==> run_1/layer_met2.png <==
Cells faint in the background.
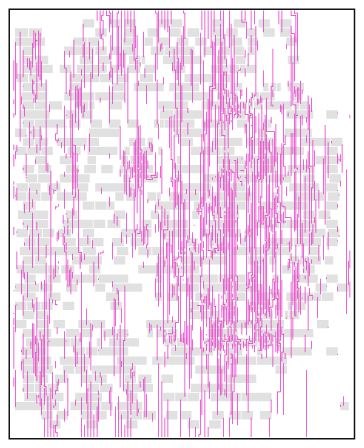
==> run_1/congestion.png <==
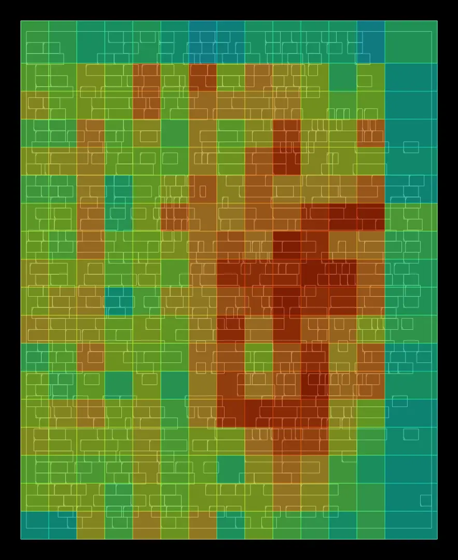
==> run_1/layer_met1.png <==
Supply wires on this layer in gray. Cells faint in the background.
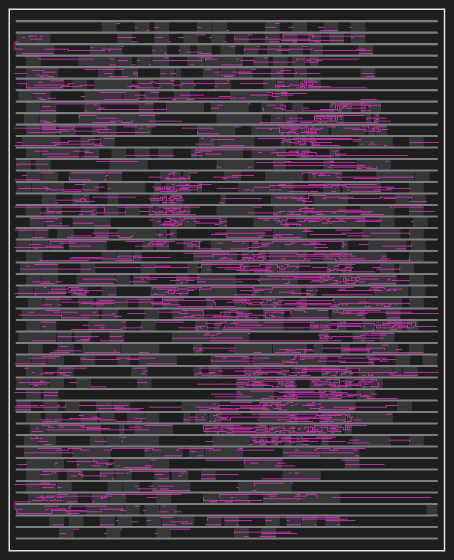
==> src/rtl/rv_pkg.sv <==
// rtl/rv_pkg.sv - shared widths, x0 index, writeback request struct and grant encoding
package rv_pkg;
  localparam int XLEN = 32;
  localparam int NREG = 32;
  localparam int AW   = 5;

  localparam logic [AW-1:0] X0 = '0;

  typedef struct packed {
    logic            valid;
    logic [AW-1:0]   rd;
    logic [XLEN-1:0] data;
  } wb_req_t;

  typedef enum logic {
    GNT_ALU = 1'b0,
    GNT_LD  = 1'b1
  } gnt_e;
endpackage

==> src/rtl/rr_arb2.sv <==
// rtl/rr_arb2.sv - two-way round-robin arbiter between ALU and load writeback
module rr_arb2
  import rv_pkg::*;
(
  input  logic clock,
  input  logic reset_n,
  input  logic req_alu,
  input  logic req_ld,
  output logic ready_alu,
  output logic ready_ld,
  output gnt_e gnt
);

  gnt_e last_grant_q, last_grant_d;

  always_ff @(posedge clock or negedge reset_n) begin
    if (!reset_n) last_grant_q <= GNT_LD;
    else          last_grant_q <= last_grant_d;
  end

  always_comb begin
    gnt          = GNT_LD;
    last_grant_d = last_grant_q;
    if (req_alu && req_ld)  gnt = (last_grant_q == GNT_LD) ? GNT_ALU : GNT_LD;
    else if (req_alu)       gnt = GNT_ALU;
    ready_alu = req_alu && (gnt == GNT_ALU);
    ready_ld  = req_ld  && (gnt == GNT_LD);
    // Only a real transfer moves the round-robin pointer.
    if (ready_alu || ready_ld) last_grant_d = gnt;
  end

endmodule

==> src/rtl/regfile_wb_arbiter.sv <==
// rtl/regfile_wb_arbiter.sv - writeback arbiter, busy scoreboard and RAW stall; WB_BYPASS_EN adds forwarding outputs
module regfile_wb_arbiter
  import rv_pkg::*;
(
  input  logic            clock,
  input  logic            reset_n,
  input  logic            issue_valid,
  input  logic [AW-1:0]   issue_rd,
  output logic            issue_ready,
  input  logic [AW-1:0]   rs1,
  input  logic [AW-1:0]   rs2,
  output logic            raw_stall,
  input  logic            alu_valid,
  input  logic [AW-1:0]   alu_rd,
  input  logic [XLEN-1:0] alu_data,
  output logic            alu_ready,
  input  logic            ld_valid,
  input  logic [AW-1:0]   ld_rd,
  input  logic [XLEN-1:0] ld_data,
  output logic            ld_ready,
`ifdef WB_BYPASS_EN
  output logic            fwd1_hit,
  output logic            fwd2_hit,
  output logic [XLEN-1:0] fwd1_data,
  output logic [XLEN-1:0] fwd2_data,
`endif
  output logic            rf_we,
  output logic [AW-1:0]   rf_rd,
  output logic [XLEN-1:0] rf_wdata,
  output logic [NREG-1:0] busy_vec
);

  wb_req_t alu_req, ld_req, win;
  gnt_e    gnt;
  logic    xfer;

  logic            rf_we_q, rf_we_d;
  logic [AW-1:0]   rf_rd_q, rf_rd_d;
  logic [XLEN-1:0] rf_wdata_q, rf_wdata_d;
  logic [NREG-1:0] busy_q, busy_d;
  logic            pend1, pend2;

  assign alu_req = '{valid: alu_valid, rd: alu_rd, data: alu_data};
  assign ld_req  = '{valid: ld_valid,  rd: ld_rd,  data: ld_data};

  rr_arb2 u_arb (
    .clock     (clock),
    .reset_n   (reset_n),
    .req_alu   (alu_valid),
    .req_ld    (ld_valid),
    .ready_alu (alu_ready),
    .ready_ld  (ld_ready),
    .gnt       (gnt)
  );

  assign win  = (gnt == GNT_ALU) ? alu_req : ld_req;
  assign xfer = alu_ready || ld_ready;

  // WAW hold: a clear landing this cycle is only visible next cycle.
  assign issue_ready = !busy_q[issue_rd] || (issue_rd == X0);

  always_comb begin
    rf_we_d    = 1'b0;
    rf_rd_d    = rf_rd_q;
    rf_wdata_d = rf_wdata_q;
    busy_d     = busy_q;
    if (xfer && win.valid && (win.rd != X0)) begin
      rf_we_d        = 1'b1;
      rf_rd_d        = win.rd;
      rf_wdata_d     = win.data;
      busy_d[win.rd] = 1'b0;
    end
    // Set after clear so a same-index issue keeps the register pending.
    if (issue_valid && issue_ready && (issue_rd != X0)) busy_d[issue_rd] = 1'b1;
  end

  always_ff @(posedge clock or negedge reset_n) begin
    if (!reset_n) begin
      rf_we_q    <= 1'b0;
      rf_rd_q    <= '0;
      rf_wdata_q <= '0;
      busy_q     <= '0;
    end else begin
      rf_we_q    <= rf_we_d;
      rf_rd_q    <= rf_rd_d;
      rf_wdata_q <= rf_wdata_d;
      busy_q     <= busy_d;
    end
  end

`ifdef WB_BYPASS_EN
  assign fwd1_hit  = rf_we_q && (rf_rd_q == rs1) && (rs1 != X0);
  assign fwd2_hit  = rf_we_q && (rf_rd_q == rs2) && (rs2 != X0);
  assign fwd1_data = rf_wdata_q;
  assign fwd2_data = rf_wdata_q;
  assign pend1     = (rs1 != X0) && busy_q[rs1];
  assign pend2     = (rs2 != X0) && busy_q[rs2];
`else
  // The output-stage write has not reached the register file yet.
  assign pend1 = (rs1 != X0) && (busy_q[rs1] || (rf_we_q && (rf_rd_q == rs1)));
  assign pend2 = (rs2 != X0) && (busy_q[rs2] || (rf_we_q && (rf_rd_q == rs2)));
`endif

  assign raw_stall = pend1 || pend2;
  assign rf_we     = rf_we_q;
  assign rf_rd     = rf_rd_q;
  assign rf_wdata  = rf_wdata_q;
  assign busy_vec  = busy_q;

endmodule

==> config.mk <==
export PLATFORM = sky130hd
export DESIGN_NAME = regfile_wb_arbiter
export DESIGN_NICKNAME = d
export VERILOG_FILES = /design/src/rtl/rv_pkg.sv /design/src/rtl/rr_arb2.sv /design/src/rtl/regfile_wb_arbiter.sv
export SDC_FILE = /design/constraint.sdc
export NUM_CORES = 1
export LEC_CHECK = 0
export ABC_AREA = 0
export CAP_MARGIN = 20
export CORE_ASPECT_RATIO = 1.25
export CORE_MARGIN = 1
export CORE_UTILIZATION = 35
export DETAILED_ROUTE_END_ITERATION = 10
export PLACE_DENSITY_LB_ADDON = 0.1
export SYNTH_ARGS = -nofsm -noshare
export SYNTH_HDL_FRONTEND = slang
export SYNTH_SLANG_ARGS = --single-unit
==> constraint.sdc <==
create_clock -name clock -period 7.8 [get_ports clock]
set_clock_uncertainty 0.1 [all_clocks]
set_input_delay 1.95 -clock clock [delete_from_list [all_inputs] [get_ports clock]]
set_output_delay 1.95 -clock clock [all_outputs]
set_load 0.02 [all_outputs]
==> run_results.csv, run 1 <==
group,metric,value,unit
run_status,status,"complete, no violations",
pwr,powerDensity,250.7,nW/um^2
sta,tightest_slew,1.066,ns
final_layout,instances_no_fill,695,
logic_synthesis,top_cells_by_area,"dfrtp_1, mux2_2, mux4_2",
logic_synthesis,common_cells,"mux2_2, dfrtp_1, o21ai_0",
worst_setup_path,worstSetupStartpointType,"input port",
worst_setup_path,cp.depth,6,
floorplanning,rows,45,
final_layout,finalNetCount,620,
pwr,p_clk,0.000445,W
min_path,min_path_type,"register to register",
final_layout,layout-drive-gt1-share,0.2354,
logic_synthesis,synth_top_flop_cell,"dfrtp_1",
final_layout,final_common_cell,"clkdlybuf4s50_1",
logic_synthesis,yosysUniqueCellTypes,55,
worst_setup_path,crit_path_frequent_cell,"clkdlybuf4s50_1",
route,vias_per_cell,5.738,
worst_setup_path,path_cells,"clkdlybuf4s50_1, mux4_2, a32o_1, nor4_4, a22o_1, clkdlybuf4s50_1",
worst_setup_path,r2r_end,"rf_wdata[20]",
route,wl_met2,6.898,mm
sta,hold_slack,0.3890,ns
route,wl_met1,5.517,mm
run,maxCapViolations,0,
clock_network,cts_setup_buffers,0,
clock_network,clockRootBuffer,"clkbuf_16",
worst_setup_path,worst_ep_arrival_time,4.95,ns
worst_setup_path,slowest_delay,0.93,ns
route,postRouteAntennaNets,0,
floorplanning,core,12220,um^2
clock_network,clock_path_buffers,2,
pwr,power,0.001643,W
logic_synthesis,synth_nets,464,
logic_synthesis,yosys.stat.chipArea,4428,um^2
worst_setup_path,r2r_slack,4.83,ns
grt,grt_pass1_vias,3961,
route,firstDrtPassIters,5,
route,drt_iter0_markers,201,
logic_synthesis,ys_seq_share,0.4015,
placed_design,dp.cells,677,
pwr,p_clk_frac,0.271,
floorplanning,die.size.y,127.8,um
pwr,combPwrFrac,0.377,
placed_design,hpwl,10.60,mm
logic_synthesis,top_area_frac,0.3956,
grt,track_usage,0.2259,
final_layout,antenna_cells,0,
clock_network,cts_made_buffers,9,
logic_synthesis,ys.warnings.count,0,
clock_network,clk_pin_slew,0.06,ns
pwr,pg_seq,0.000578,W
clock_network,postCtsResizedCells,0,
worst_setup_path,critPathCapture,"issue_ready",
logic_synthesis,syn_area,4428,um^2
placed_design,gp_congestion,0.8767,
final_layout,final_cell_mix,"clkdlybuf4s50_1, mux2_2, dfrtp_1, o21ai_0, mux4_2",
floorplanning,fp_util,0.3624,
logic_synthesis,syn_inst,370,
logic_synthesis,numSynthFlops,71,
sta,slew_violations,0,
logic_synthesis,syn_avg_cell_area,11.97,um^2
clock_network,clkLatencyLatePin,0.33,ns
worst_setup_path,critPathTopFamily,"buffers and inverters",
clock_network,clock-sinks,71,
clock_network,cts_tree,"yes",
worst_setup_path,worstPathMaxFanout,15,
worst_setup_path,required,5.75,ns
sta,setup_viol,0,
route,maxUsedRoutingLayer,"met4",
About layer_met2.png:
nets with wire on the layer	562
main direction	vertical
wire length on this layer	6900 um
share of all routed wire	48%
drt total wl: 14.49 mm
vias after detailed routing: 3988
GRT met2 Usage: 0.3506

About congestion.png:
Final Util: 0.5364
DR WL/cell: 20.85 um

About layer_met1.png:
longest straight run	31.3 um
wire length on this layer	5520 um
share of all routed wire	38%
nets with wire on the layer	537
main direction	horizontal
met1 Usage GRT: 0.2779

run 1: cell type report:
type                    instances  area [um^2]
clock inverters                 5        81.33
repair buffers                172         1707
fillers                      1111         5664
flip-flops and latches         71         1778
clock buffers                  11        242.7
well taps                     164        205.2
multi-input cells             266         2517
inverters                       6        22.52
run 1: cells by family (layout without fill, tap and decap cells):
group	count (synthesis)	in the layout	share of synthesized area
AND/OR/NAND/NOR	72	72	0.09777
AND-OR/OR-AND	85	85	0.1356
XOR/XNOR	10	10	0.01978
multiplexers	99	99	0.3120
buffers and inverters	33	194	0.03334
flip-flops	71	71	0.4015
run 1: registers in the layout (all words and copies together), names as in the netlist:
signal and count:
busy_vec 32, rf_rd 5, rf_wdata 32, rf_we 1, u_arb.last_grant_q 1
==> run 1 -> run 2 <==
ABC_AREA = 1   (was 0)
==> run_2/flops_by_reg.png <==
Other sequential cells in the stronger gray, the rest of the logic in the fainter gray.
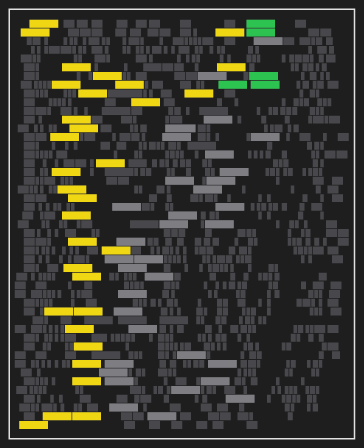
color	name in the netlist	flops
green	`rf_rd`	5
yellow	`rf_wdata`	32
not colored	34

==> run 2 against run 1 <==
Compared with the run above: synthesized area up 9.3%; global-route usage grew 2.0 points; first-iteration DRC count increased by 110%; worst hold slack got worse by 0.028 ns; core utilization shrank 2.1 points; flip-flop count is the same; die size is 9.1% higher; power is 2.9% lower; critical endpoint unchanged; largest cell class unchanged.
==> run_results.csv, run 2 <==
group,metric,value,unit
sta,rsz0062_at_grt,"no",
final_layout,flop_area,1778,um^2
final_layout,post-route-util,0.5156,
sta,hold_slack,0.3614,ns
logic_synthesis,numSynthFlops,71,
final_layout,buffer_area_frac,0.2498,
pwr,power,0.001596,W
logic_synthesis,synth_nets,861,
pwr,pg_seq,0.000539,W
worst_setup_path,crit_path_frequent_cell,"nand2_1",
logic_synthesis,top_area_frac,0.3619,
pwr,p_clk,0.000420,W
final_layout,signal_buffers,174,
logic_synthesis,yosysUniqueCellTypes,29,
route,wl_met1,7.142,mm
clock_network,cts_made_buffers,9,
route,vias,5461,
clock_network,cts_setup_buffers,0,
worst_setup_path,required,5.75,ns
clock_network,clock-sinks,71,
run_status,status,"complete, no violations",
final_layout,clk_share,0.04472,
grt,track_usage,0.2454,
grt,antenna_found_initial,0,
worst_setup_path,path_cells,"clkdlybuf4s50_1, inv_1, nand2_1, buf_4, nor2_1, a21oi_1, nand2_1, nand2_1, nand2_1, nor2_2, buf_4, nand2_1, nand2_1, clkdlybuf4s50_1",
worst_setup_path,r2r_end,"rf_wdata[6]",
pwr,combPwrFrac,0.400,
sta,fmax,0.1544,GHz
placed_design,hpwl,13.28,mm
logic_synthesis,syn_inst,767,
sta,setup_viol,0,
grt,grt_pass1_vias,5202,
floorplanning,rows,47,
clock_network,cts_tree,"yes",
placed_design,gp_congestion,0.9370,
final_layout,sh_comb_area,0.3741,
worst_setup_path,worstSetupStartpointType,"input port",
final_layout,instances_no_fill,1093,
floorplanning,taps,171,
final_layout,antenna_cells,0,
worst_setup_path,slowest_delay,0.61,ns
floorplanning,core,13350,um^2
route,drt_iter0_markers,416,
logic_synthesis,syn_area,4840,um^2
logic_synthesis,syn_avg_cell_area,6.310,um^2
floorplanning,die.size.y,133.5,um
final_layout,seq_share,0.2583,
logic_synthesis,yosys.stat.chipArea,4840,um^2
logic_synthesis,common_cells,"nand2_1, dfrtp_1, inv_1",
logic_synthesis,synth_top_flop_cell,"dfrtp_1",
logic_synthesis,ys.warnings.count,0,
min_path,hp-start,"busy_vec[0]",
min_path,min_path_type,"register to register",
sta,tightest_slew,0.9124,ns
pwr,p_clk_frac,0.263,
final_layout,nClkBuffers,10,
final_layout,layout.non_clock_inverters,77,
worst_setup_path,end_kind,"output port",
final_layout,largest_cell_class,"combinational gates",
final_layout,finalNetCount,1011,
worst_setup_path,worstPathMaxFanout,32,
floorplanning,fp_util,0.3625,
route,maxUsedRoutingLayer,"met4",
route,wire_per_inst,15.79,um
logic_synthesis,synthArstFlopShare,1.000,
placed_design,dp.cells,1077,
worst_setup_path,crit_type,"input port to output port",
route,drt_wl_total,17.26,mm
final_layout,ff_count,71,
clock_network,clock_path_buffers,2,
clock_network,clkLatencyLatePin,0.33,ns
pwr,powerDensity,231.9,nW/um^2
final_layout,fill_cells,1390,
final_layout,num-multi-input-gates,584,
route,postRouteAntennaNets,0,
worst_setup_path,cp.depth,14,
route,vias_per_cell,4.996,
sta,slew_violations,0,
route,wl_met2,8.698,mm
final_layout,final_cell_mix,"nand2_1, clkdlybuf4s50_1, inv_1, dfrtp_1, nand3_1",
clock_network,postCtsResizedCells,0,
route,firstDrtPassIters,5,
worst_setup_path,r2r_slack,4.56,ns
worst_setup_path,worst_ep_arrival_time,4.43,ns
final_layout,layout.area.comb,2575,um^2
final_layout,layout-drive-gt1-share,0.04881,
==> run_2/io_fan.png <==
Bar = 20 um.
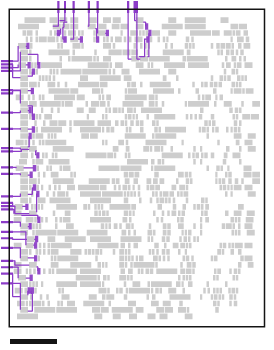
color	port	bits	direction	edge	end cells	wire
purple	`alu_data`	32	input	24 west, 8 north	32	395 um

-- run 2: cell types whose count changed in the layout (fill, tap and decap cells not counted), moves of 10 or more --
| cell | delta |
|---|---|
| mux2_2 | -72 |
| nor2_1 | +50 |
| nand4_1 | +26 |
| nand2_1 | +320 |
| nand3_1 | +53 |
| o41ai_1 | -18 |
| o21ai_1 | +10 |
| inv_1 | +65 |
| mux4_2 | -24 |
-- run 2: cell families after synthesis --
| family | Yosys count | share of synthesized area |
|---|---|---|
| simple gates | 508 | 0.4361 |
| buf+inv | 112 | 0.1006 |
| compound gates | 74 | 0.09230 |
| flops | 71 | 0.3674 |
| xor+xnor | 2 | 0.003620 |
-- run 2: layer usage --
metal	track usage	vias to the layer above
met4	0.1012	0
met1	0.2960	2500
li1	-	2745
met5	0	-
met2	0.4280	188
met3	0.04256	28
==> run 2 -> run 3 <==
clock period = 6.6 ns   (was 7.8 ns; I/O delays follow)
==> run_3/layer_met2.png <==
Cells faint in the background.
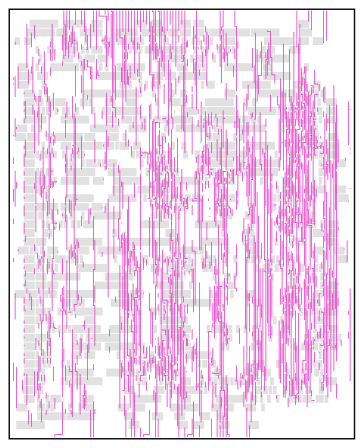
vias after detailed routing: 5597
drt total wl: 17.47 mm
GRT met2 Usage: 0.4326

==> run 3 against run 2 <==
Compared with the run above: register-to-register slack got worse by 0.50 ns; largest power group unchanged; design area decreased by 0.16%; sequential share of layout area about the same; critical path depth decreased by 3; core utilization decreased by 0.084 points; worst hold slack improved by 0.013 ns; critical endpoint is now raw_stall.
==> run_results.csv, run 3 <==
group,metric,value,unit
placed_design,dp.cells,1077,
worst_setup_path,end_kind,"output port",
worst_setup_path,critPathTopFamily,"buffers and inverters",
route,firstDrtPassIters,6,
min_path,min_path_type,"register to register",
final_layout,final_cell_mix,"nand2_1, clkdlybuf4s50_1, inv_1, dfrtp_1, nand3_1",
run_status,status,"complete, no violations",
logic_synthesis,synth_nets,861,
route,maxUsedRoutingLayer,"met4",
pwr,p_clk,0.000480,W
worst_setup_path,r2r_slack,4.06,ns
worst_setup_path,path_cells,"clkdlybuf4s50_1, inv_1, nand3_1, nand3_1, nand3_1, nand2_1, nand2_1, nand3_1, nand2_1, nand2_1, clkdlybuf4s50_1",
pwr,power,0.001884,W
pwr,pg_seq,0.000637,W
final_layout,post-route-util,0.5148,
logic_synthesis,syn_inst,767,
worst_setup_path,worstSetupStartpointType,"input port",
worst_setup_path,worst_ep_arrival_time,4.00,ns
logic_synthesis,compound_area_frac,0.09230,
floorplanning,die.size.y,133.5,um
clock_network,clk_pin_slew,0.06,ns
route,drt_iter0_markers,453,
logic_synthesis,syn_avg_cell_area,6.310,um^2
min_path,hp-start,"rf_wdata[20]",
sta,setup_viol,0,
worst_setup_path,crit_type,"input port to output port",
clock_network,cts_setup_buffers,0,
pwr,p_clk_frac,0.255,
floorplanning,core,13350,um^2
grt,grt_util_met1,0.2920,
final_layout,instances_no_fill,1093,
worst_setup_path,required,4.85,ns
logic_synthesis,ys_sh_simple,0.4361,
logic_synthesis,common_cells,"nand2_1, dfrtp_1, inv_1",
clock_network,cts_made_buffers,9,
final_layout,fill_cells,1386,
route,wl_met1,6.963,mm
clock_network,clkLatencyLatePin,0.33,ns
final_layout,layout-drive-gt1-share,0.04881,
sta,fmax,0.1740,GHz
clock_network,clock_path_buffers,2,
floorplanning,fp_util,0.3625,
grt,grt_pass1_vias,5416,
clock_network,cts_tree,"yes",
logic_synthesis,yosysUniqueCellTypes,29,
grt,antenna_found_initial,0,
clock_network,postCtsResizedCells,0,
==> run_3/congestion.png <==
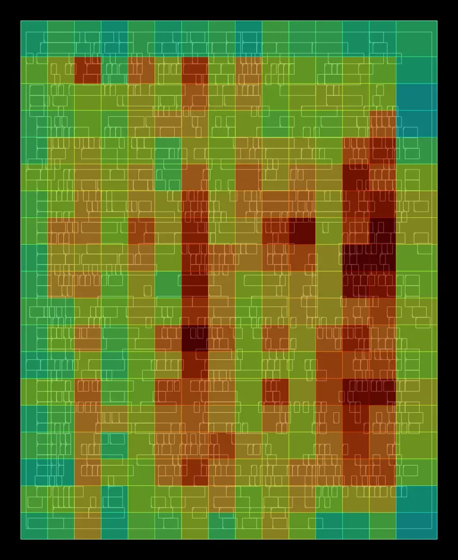
DR WL/cell: 15.98 um
GR Util met3: 0.05235
Tot GR Track Use: 0.2511

## run 3: cell counts after synthesis
No cell type changed its count.
## run 3: area by class of cell
cell class	count	area (um^2)	area share
flip-flops and latches	71	1778	0.2587
clock buffers	9	225.2	0.03277
inverters	77	289.0	0.04206
clock inverters	7	71.32	0.01038
well taps	171	214.0	0.03114
multi-input cells	584	2575	0.3747
repair buffers	174	1719	0.2502
## run 3: how the worst max path moves through the flow
stage	endpoint	slack (ns)	cells past startpoint
global route	issue_ready	0.64	12
finish	raw_stall	0.85	11
global placement	raw_stall	0.89	11
CTS	issue_ready	0.88	10
detailed placement	issue_ready	0.89	10
floorplan	issue_ready	2.04	11
Power is estimated from default activity; no workload was simulated.
